[src/rtl/ps2_key_fifo_if.sv]
// Keyboard-port bundle between the PS/2 receiver, the scancode FIFO
// and the processor's memory-mapped polling port.
interface ps2_key_fifo_if #(
   parameter int ADDR_W = 3,
   parameter int DATA_W = 8
);
   logic              ps2_key_pressed;
   logic [DATA_W-1:0] ps2_key_data;
   logic              rd_en;
   logic              clr_overflow;
   logic [DATA_W-1:0] rd_data;
   logic              empty;
   logic              full;
   logic [ADDR_W:0]   count;
   logic              overflow;

   modport master (
      output ps2_key_pressed,
      output ps2_key_data,
      output rd_en,
      output clr_overflow,
      input  rd_data,
      input  empty,
      input  full,
      input  count,
      input  overflow
   );

   modport slave (
      input  ps2_key_pressed,
      input  ps2_key_data,
      input  rd_en,
      input  clr_overflow,
      output rd_data,
      output empty,
      output full,
      output count,
      output overflow
   );
endinterface

[src/rtl/ps2_key_fifo.sv]
// Scancode FIFO with a make-code filter: break sequences are stripped,
// extended (E0) keys are tagged by setting bit 7 of the pushed byte.
module ps2_key_fifo #(
   parameter int DEPTH  = 8,
   parameter int ADDR_W = 3,
   parameter int DATA_W = 8
) (
   input  logic          clock,
   input  logic          reset,
   ps2_key_fifo_if.slave bus
);

   typedef enum logic [1:0] {
      S_IDLE,
      S_BREAK,
      S_EXT,
      S_EXT_BREAK
   } state_t;

   localparam logic [DATA_W-1:0] BRK_CODE = DATA_W'(8'hF0);
   localparam logic [DATA_W-1:0] EXT_CODE = DATA_W'(8'hE0);
   localparam logic [ADDR_W:0]   CNT_MAX  = (ADDR_W+1)'(DEPTH);

   state_t              state_q, state_d;
   logic [ADDR_W-1:0]   wr_ptr_q, wr_ptr_d;
   logic [ADDR_W-1:0]   rd_ptr_q, rd_ptr_d;
   logic [ADDR_W:0]     count_q, count_d;
   logic                ovf_q, ovf_d;
   logic [DATA_W-1:0]   mem [DEPTH];

   logic                push_req;
   logic [DATA_W-1:0]   push_data;
   logic                is_brk;
   logic                is_ext;
   logic                pop;
   logic                accept;
   logic                drop;

   assign is_brk = (bus.ps2_key_data == BRK_CODE);
   assign is_ext = (bus.ps2_key_data == EXT_CODE);

   // The filter never stalls: a push that finds the FIFO full is simply lost.
   always_comb begin
      state_d   = state_q;
      push_req  = 1'b0;
      push_data = bus.ps2_key_data;
      if (bus.ps2_key_pressed) begin
         unique case (state_q)
            S_IDLE: begin
               unique case (1'b1)
                  is_brk:  state_d = S_BREAK;
                  is_ext:  state_d = S_EXT;
                  default: push_req = 1'b1;
               endcase
            end
            S_EXT: begin
               unique case (1'b1)
                  is_brk:  state_d = S_EXT_BREAK;
                  is_ext:  state_d = S_EXT;
                  default: begin
                     push_req  = 1'b1;
                     push_data = {1'b1, bus.ps2_key_data[DATA_W-2:0]};
                     state_d   = S_IDLE;
                  end
               endcase
            end
            S_BREAK:     state_d = S_IDLE;
            S_EXT_BREAK: state_d = S_IDLE;
            default:     state_d = S_IDLE;
         endcase
      end
   end

   assign pop    = bus.rd_en && (count_q != '0);
   assign accept = push_req && ((count_q != CNT_MAX) || pop);
   assign drop   = push_req && (count_q == CNT_MAX) && !pop;

   always_comb begin
      wr_ptr_d = wr_ptr_q;
      rd_ptr_d = rd_ptr_q;
      count_d  = count_q;
      ovf_d    = ovf_q;
      if (accept) wr_ptr_d = wr_ptr_q + ADDR_W'(1);
      if (pop)    rd_ptr_d = rd_ptr_q + ADDR_W'(1);
      unique case ({accept, pop})
         2'b10:   count_d = count_q + (ADDR_W+1)'(1);
         2'b01:   count_d = count_q - (ADDR_W+1)'(1);
         default: count_d = count_q;
      endcase
      // Set has priority over a coincident clear.
      if (bus.clr_overflow) ovf_d = 1'b0;
      if (drop)             ovf_d = 1'b1;
   end

   always_ff @(posedge clock or posedge reset) begin
      if (reset) begin
         state_q  <= S_IDLE;
         wr_ptr_q <= '0;
         rd_ptr_q <= '0;
         count_q  <= '0;
         ovf_q    <= 1'b0;
      end else begin
         state_q  <= state_d;
         wr_ptr_q <= wr_ptr_d;
         rd_ptr_q <= rd_ptr_d;
         count_q  <= count_d;
         ovf_q    <= ovf_d;
      end
   end

   always_ff @(posedge clock) begin
      if (accept) mem[wr_ptr_q] <= push_data;
   end

   assign bus.rd_data  = (count_q == '0) ? '0 : mem[rd_ptr_q];
   assign bus.empty    = (count_q == '0);
   assign bus.full     = (count_q == CNT_MAX);
   assign bus.count    = count_q;
   assign bus.overflow = ovf_q;

endmodule

[src/flat_wrapper.sv]
// flat-port wrapper written by rule: the top's interface ports become plain ports
module ps2_key_fifo_flat 
#(
   parameter int DEPTH  = 8,
   parameter int ADDR_W = 3,
   parameter int DATA_W = 8
)
  (clock, reset, bus_ps2_key_pressed, bus_ps2_key_data, bus_rd_en, bus_clr_overflow, bus_rd_data, bus_empty, bus_full, bus_count, bus_overflow);
  ps2_key_fifo_if #(.ADDR_W(ADDR_W), .DATA_W(DATA_W)) bus_i ();
  input  logic clock;
  input  logic reset;
  input wire logic [$bits(bus_i.ps2_key_pressed)-1:0] bus_ps2_key_pressed;
  input wire logic [$bits(bus_i.ps2_key_data)-1:0] bus_ps2_key_data;
  input wire logic [$bits(bus_i.rd_en)-1:0] bus_rd_en;
  input wire logic [$bits(bus_i.clr_overflow)-1:0] bus_clr_overflow;
  output wire logic [$bits(bus_i.rd_data)-1:0] bus_rd_data;
  output wire logic [$bits(bus_i.empty)-1:0] bus_empty;
  output wire logic [$bits(bus_i.full)-1:0] bus_full;
  output wire logic [$bits(bus_i.count)-1:0] bus_count;
  output wire logic [$bits(bus_i.overflow)-1:0] bus_overflow;
  assign bus_i.ps2_key_pressed = bus_ps2_key_pressed;
  assign bus_i.ps2_key_data = bus_ps2_key_data;
  assign bus_i.rd_en = bus_rd_en;
  assign bus_i.clr_overflow = bus_clr_overflow;
  assign bus_rd_data = bus_i.rd_data;
  assign bus_empty = bus_i.empty;
  assign bus_full = bus_i.full;
  assign bus_count = bus_i.count;
  assign bus_overflow = bus_i.overflow;
  ps2_key_fifo #(.DEPTH(DEPTH), .ADDR_W(ADDR_W), .DATA_W(DATA_W)) u_core (.clock(clock), .reset(reset), .bus(bus_i));
endmodule
[config.mk]
export PLATFORM = sky130hd
export DESIGN_NAME = ps2_key_fifo_flat
export DESIGN_NICKNAME = d
export VERILOG_FILES = /design/src/rtl/ps2_key_fifo_if.sv /design/src/rtl/ps2_key_fifo.sv /design/src/flat_wrapper.sv
export SDC_FILE = /design/constraint.sdc
export NUM_CORES = 1
export LEC_CHECK = 0
export CAP_MARGIN = 20
export CORE_ASPECT_RATIO = 0.5
export CORE_MARGIN = 2
export CORE_UTILIZATION = 35
export CTS_CLUSTER_SIZE = 14
export DETAILED_ROUTE_END_ITERATION = 6
export GPL_TIMING_DRIVEN = 0
export PLACE_DENSITY = 0.65
export SLEW_MARGIN = 20
export SYNTH_ARGS = -nofsm -noshare
export SYNTH_HDL_FRONTEND = slang
export SYNTH_SLANG_ARGS = --single-unit
[constraint.sdc]
create_clock -name clock -period 2.71 [get_ports clock]
set_clock_uncertainty 0.2 [all_clocks]
set_input_delay 0.542 -clock clock [delete_from_list [all_inputs] [get_ports clock]]
set_output_delay 0.542 -clock clock [all_outputs]
set_load 0.005 [all_outputs]
run_1/m3.png
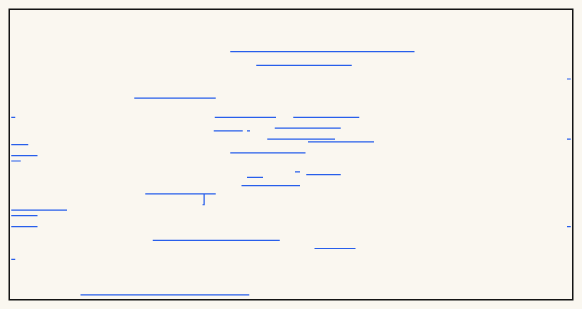
- share of all routed wire: 5.7%
- longest straight run: 45.5 um
- wire length on this layer: 366 um
- main direction: horizontal

run_1/congestion_map.png
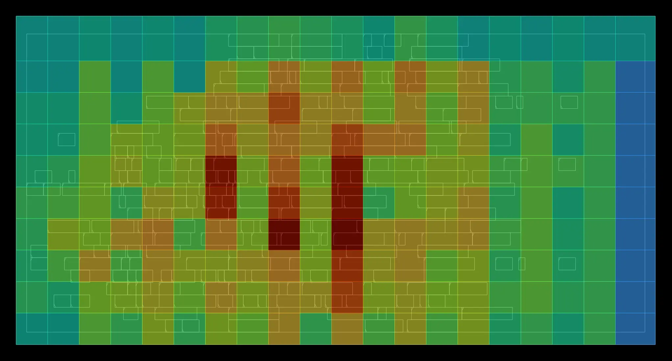
grt peak-use layer: met2
GR Util met1: 18.04%
Avg WL per Cell: 18.47 um

run_1/ff_map.png
Other sequential cells in the stronger gray, the rest of the logic in the fainter gray.
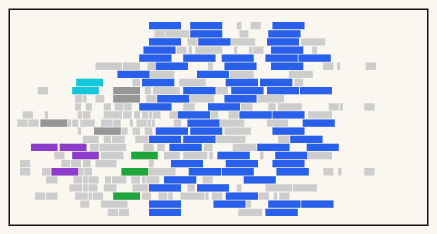
- blue: `u_core.mem` (placed flops 64)
- purple: `u_core.bus.count` (placed flops 4)
- green: `u_core.rd_ptr_q` (placed flops 3)
- cyan: `u_core.state_q` (placed flops 2)

run_1/pinout.png
Pins as bars across the die edge, other pins in gray.
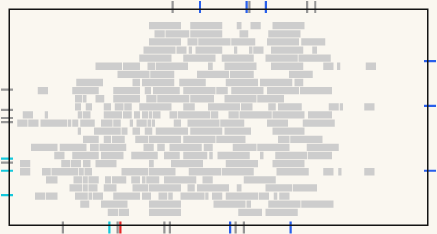
- cyan: `bus_count` (pins 4; direction output; edge 3 west, 1 south)
- red: `bus_rd_en` (pins 1; direction input; edge south)
- blue: `bus_rd_data` (pins 8; direction output; edge 3 north, 3 east, 2 south)

==> results.py, run 1 <==
# Physical implementation metrics
metrics = {
    "outcome": {
        "outcome": "completed",
    },
    "power_and_ir_drop": {
        "p_leak_nw": 1.478,
        "ir_worst_vdd_mv": 0.4191,
        "maxPowerGroup": "sequential cells",
        "swShare_pct": 29.96,
        "clk-power_mw": 1.06,
    },
    "worst_setup_path": {
        "crit_arrival_ns": 2.72,
        "timing.rr.end": "u_core.bus.count[2]",
        "cpLargestDelayFamily": "simple AND/OR/NAND/NOR gates",
        "critPathLaunch": "bus_ps2_key_data[0]",
    },
    "cells_and_area": {
        "final_nets": 245,
        "comb-cell-share_pct": 23.86,
        "layout.area.comb_um2": 984.7,
        "layout.cells.non_filler": 349,
        "clock_tree_area_fraction_pct": 6.487,
        "regArea_um2": 2247,
        "largest_reg_flops": 64,
        "final_layout_top_logic_cells": "edfxtp_1 (64), mux4_2 (16), buf_4 (13), dfrtp_1 (13)",
    },
    "floorplan": {
        "io_pins": 28,
        "fp_util_pct": 36.56,
    },
    "detailed_routing": {
        "ant_nets": 0,
        "routed.top_layer": "met4",
        "vias_per_cell": 4.948,
        "drt-pass1-iter-count": 4,
        "drc": 0,
    },
    "cts": {
        "cts_repair_resize_count": 37,
        "clkLatencyLatePin_ns": 0.33,
    },
    "logic_synthesis": {
        "ys_seq_elements": 77,
        "compound_area_share_pct": 1.512,
        "post-synth-top-area-cell": "edfxtp_1",
        "yosysMostFrequentCell": "edfxtp_1",
        "synth_cells": 174,
        "ys_seq_share_pct": 69.61,
    },
    "global_route": {
        "grt_max_degree": 14,
    },
    "final_timing": {
        "layout_setup_ws_ns": 0.03886,
    },
    "placement": {
        "post-dp-hpwl_mm": 4.075,
        "place_ws_ns": -0.8365,
    },
}
## Run 2: what changed since run 1
--- a/config.mk
+++ b/config.mk
@@ -17,3 +17,4 @@
 export SYNTH_ARGS = -nofsm -noshare
 export SYNTH_HDL_FRONTEND = slang
 export SYNTH_SLANG_ARGS = --single-unit
+export TNS_END_PERCENT = 100
run_2/layers.png
Only two layers are drawn.
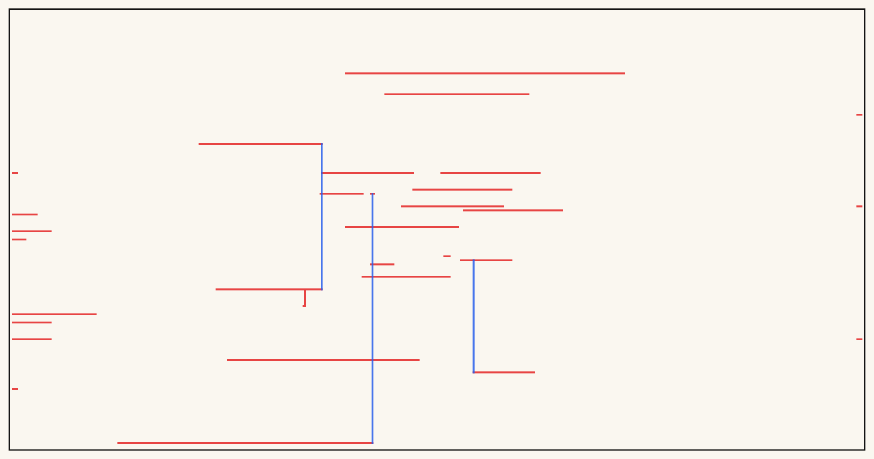
- red: M3 (wire length 366 um)
- blue: M4 (wire length 83.0 um)

==> run 2 against run 1 <==
  * Area after synthesis is the same
  * First-iteration DRC count is the same
  * Flip-flop count is the same
  * Utilization is the same
  * Combinational power is essentially flat
==> results.py, run 2 <==
# Physical implementation metrics
metrics = {
    "outcome": {
        "outcome": "completed",
    },
    "power_and_ir_drop": {
        "swShare_pct": 29.96,
        "p_switching_mw": 1.301,
        "maxPowerGroup": "sequential cells",
        "clk-power_mw": 1.06,
        "ir_worst_vdd_mv": 0.4191,
        "p_leak_nw": 1.478,
    },
    "cells_and_area": {
        "regArea_um2": 2247,
        "clock_tree_area_fraction_pct": 6.487,
        "layout.cells.non_filler": 349,
        "final_layout_top_logic_cells": "edfxtp_1 (64), mux4_2 (16), buf_4 (13), dfrtp_1 (13)",
        "layout.area.comb_um2": 984.7,
        "largest_reg_flops": 64,
    },
    "detailed_routing": {
        "vias_per_cell": 4.948,
        "routed.top_layer": "met4",
        "wl_per_cell_um": 18.47,
        "drt-pass1-iter-count": 4,
        "drc": 0,
        "ant_nets": 0,
    },
    "worst_setup_path": {
        "critPathLaunch": "bus_ps2_key_data[0]",
        "cpLargestDelayFamily": "simple AND/OR/NAND/NOR gates",
        "timing.rr.end": "u_core.bus.count[2]",
        "crit_arrival_ns": 2.72,
    },
    "floorplan": {
        "io_pins": 28,
    },
    "global_route": {
        "grt_util_met2_pct": 21.90,
        "met1_usage_pct": 18.04,
        "grt_max_degree": 14,
        "grt.busiest_layer": "met2",
    },
    "final_timing": {
        "layout_setup_ws_ns": 0.03886,
    },
    "cts": {
        "cts_repair_resize_count": 37,
        "clkLatencyLatePin_ns": 0.33,
        "numCtsBuffers": 9,
    },
    "logic_synthesis": {
        "top_cells_by_area": "edfxtp_1 (60%), mux4_2 (11%), dfrtp_1 (10%), mux2i_1 (2.8%), ha_1 (1.9%)",
        "yosysMostFrequentCell": "edfxtp_1",
        "ys_seq_elements": 77,
        "synth_cells": 174,
    },
    "placement": {
        "place_ws_ns": -0.8365,
        "post-dp-hpwl_mm": 4.075,
    },
}
run_2/congestion_map.png
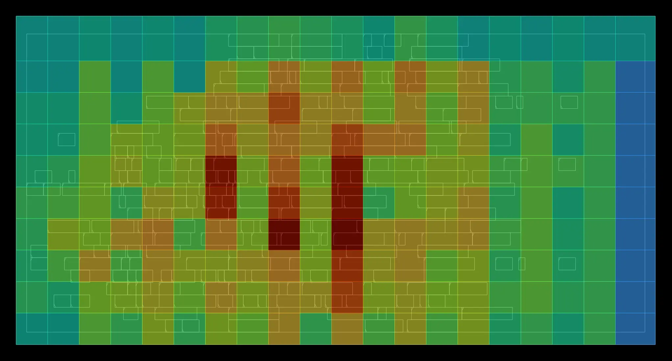

## Run 3: what changed since run 2
--- a/config.mk
+++ b/config.mk
@@ -9,11 +9,11 @@
 export CORE_ASPECT_RATIO = 0.5
 export CORE_MARGIN = 2
 export CORE_UTILIZATION = 35
+export CTS_BUF_LIST = sky130_fd_sc_hd__clkbuf_8 sky130_fd_sc_hd__clkbuf_16
 export CTS_CLUSTER_SIZE = 14
 export DETAILED_ROUTE_END_ITERATION = 6
 export GPL_TIMING_DRIVEN = 0
 export PLACE_DENSITY = 0.65
-export SLEW_MARGIN = 20
 export SYNTH_ARGS = -nofsm -noshare
 export SYNTH_HDL_FRONTEND = slang
 export SYNTH_SLANG_ARGS = --single-unit
run_3/congestion_map.png
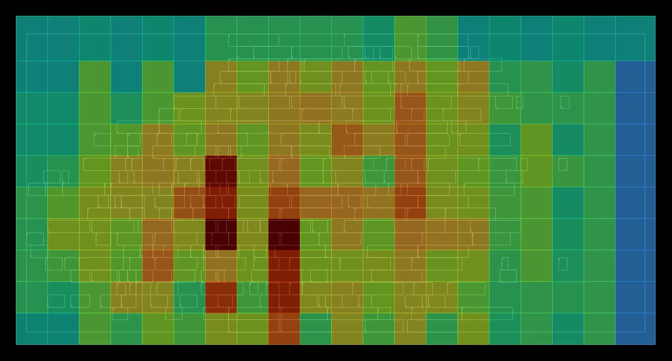
routing usage on met2: 22.11%
GR Util met1: 19.05%
fin util: 48.78%
Global Route met3 Usage: 3.498%

==> run 3 against run 2 <==
  * Cell area increased by 4.3%
  * Via count increased by 3.0%
  * Combinational power increased by 6%
  * Area after synthesis unchanged
  * Highest routed layer unchanged
==> results.py, run 3 <==
# Physical implementation metrics
metrics = {
    "outcome": {
        "outcome": "completed",
    },
    "detailed_routing": {
        "drtIter0Drc": 128,
        "routed.top_layer": "met4",
        "wl_met3_um": 302,
        "ant_nets": 0,
        "drt-pass1-iter-count": 4,
        "wl_per_cell_um": 18.78,
        "vias_per_cell": 4.928,
        "drc": 0,
        "wirelength_mm": 6.780,
    },
    "logic_synthesis": {
        "common_cells": "edfxtp_1 (64), mux4_2 (16), dfrtp_1 (13)",
        "yosysMostFrequentCell": "edfxtp_1",
        "top_cells_by_area": "edfxtp_1 (60%), mux4_2 (11%), dfrtp_1 (10%), mux2i_1 (2.8%), ha_1 (1.9%)",
        "compound_area_share_pct": 1.512,
        "ys_seq_share_pct": 69.61,
        "fa_ha_area_share_pct": 1.938,
        "synthesis.area_um2": 3228,
        "synth_cells": 174,
        "edf_count": 64,
        "yosysUniqueCellTypes": 38,
        "ys_seq_elements": 77,
        "ys_cells": 174,
    },
    "worst_setup_path": {
        "crit_required_ns": 1.97,
        "critPathLaunch": "u_core.rd_ptr_q[0]",
        "cpLargestDelayFamily": "multiplexers",
        "startpoint_type": "flip-flop",
        "r2r-start": "u_core.bus.count[1]",
        "reg2reg_slack_ns": 0.15,
        "crit_buf_inv": 3,
        "crit_arrival_ns": 1.90,
        "slowest_stage": "mux4_2",
        "timing.rr.end": "u_core.bus.count[2]",
        "critPathMaxStageDelay_ns": 0.49,
    },
    "cells_and_area": {
        "layout.area.comb_um2": 1001,
        "final_area_um2": 4307,
        "regArea_um2": 2248,
        "largest_reg_flops": 64,
        "seq_share_pct": 52.21,
        "buf_share_pct": 13.16,
        "clock_tree_area_fraction_pct": 7.815,
        "final_layout_top_logic_cells": "edfxtp_1 (64), buf_4 (25), mux4_2 (16)",
        "num-nonclk-inverters": 2,
        "flops": 77,
        "layout.cells.non_filler": 361,
        "signal_buffers": 62,
    },
    "global_route": {
        "grt_max_degree": 14,
        "gr-total-overflow": 0,
        "grt.busiest_layer": "met2",
        "grt_pass1_wl_mm": 10.37,
    },
    "power_and_ir_drop": {
        "ir_worst_vdd_mv": 0.4117,
        "maxPowerGroup": "sequential cells",
        "total_power_mw": 4.729,
        "pg_seq_mw": 1.73,
        "p_leak_nw": 1.576,
        "swShare_pct": 28.60,
        "p_comb_mw": 1.66,
        "p_comb_share_pct": 35.2,
        "clk-power_mw": 1.33,
        "p_switching_mw": 1.352,
    },
    "placement": {
        "place_ws_ns": -0.8615,
        "dpl_cell_area_um2": 3686,
        "placedCellCount": 322,
        "post-dp-hpwl_mm": 4.254,
    },
    "floorplan": {
        "io_pins": 28,
        "fp.dieH_um": 71.91,
        "tap_cells": 117,
    },
    "final_timing": {
        "relSlewSlack_pct": 44.29,
        "tightest_slew_ns": 0.8312,
        "layout_setup_ws_ns": 0.06515,
        "min_period_ns": 2.645,
    },
    "cts": {
        "clkLatencyLatePin_ns": 0.32,
        "htreeDepth": 3,
        "cts_repair_resize_count": 51,
        "cts_hold_buf": 0,
        "numCtsBuffers": 9,
    },
}
No activity file was given, so power comes from the tool's default toggle rates.
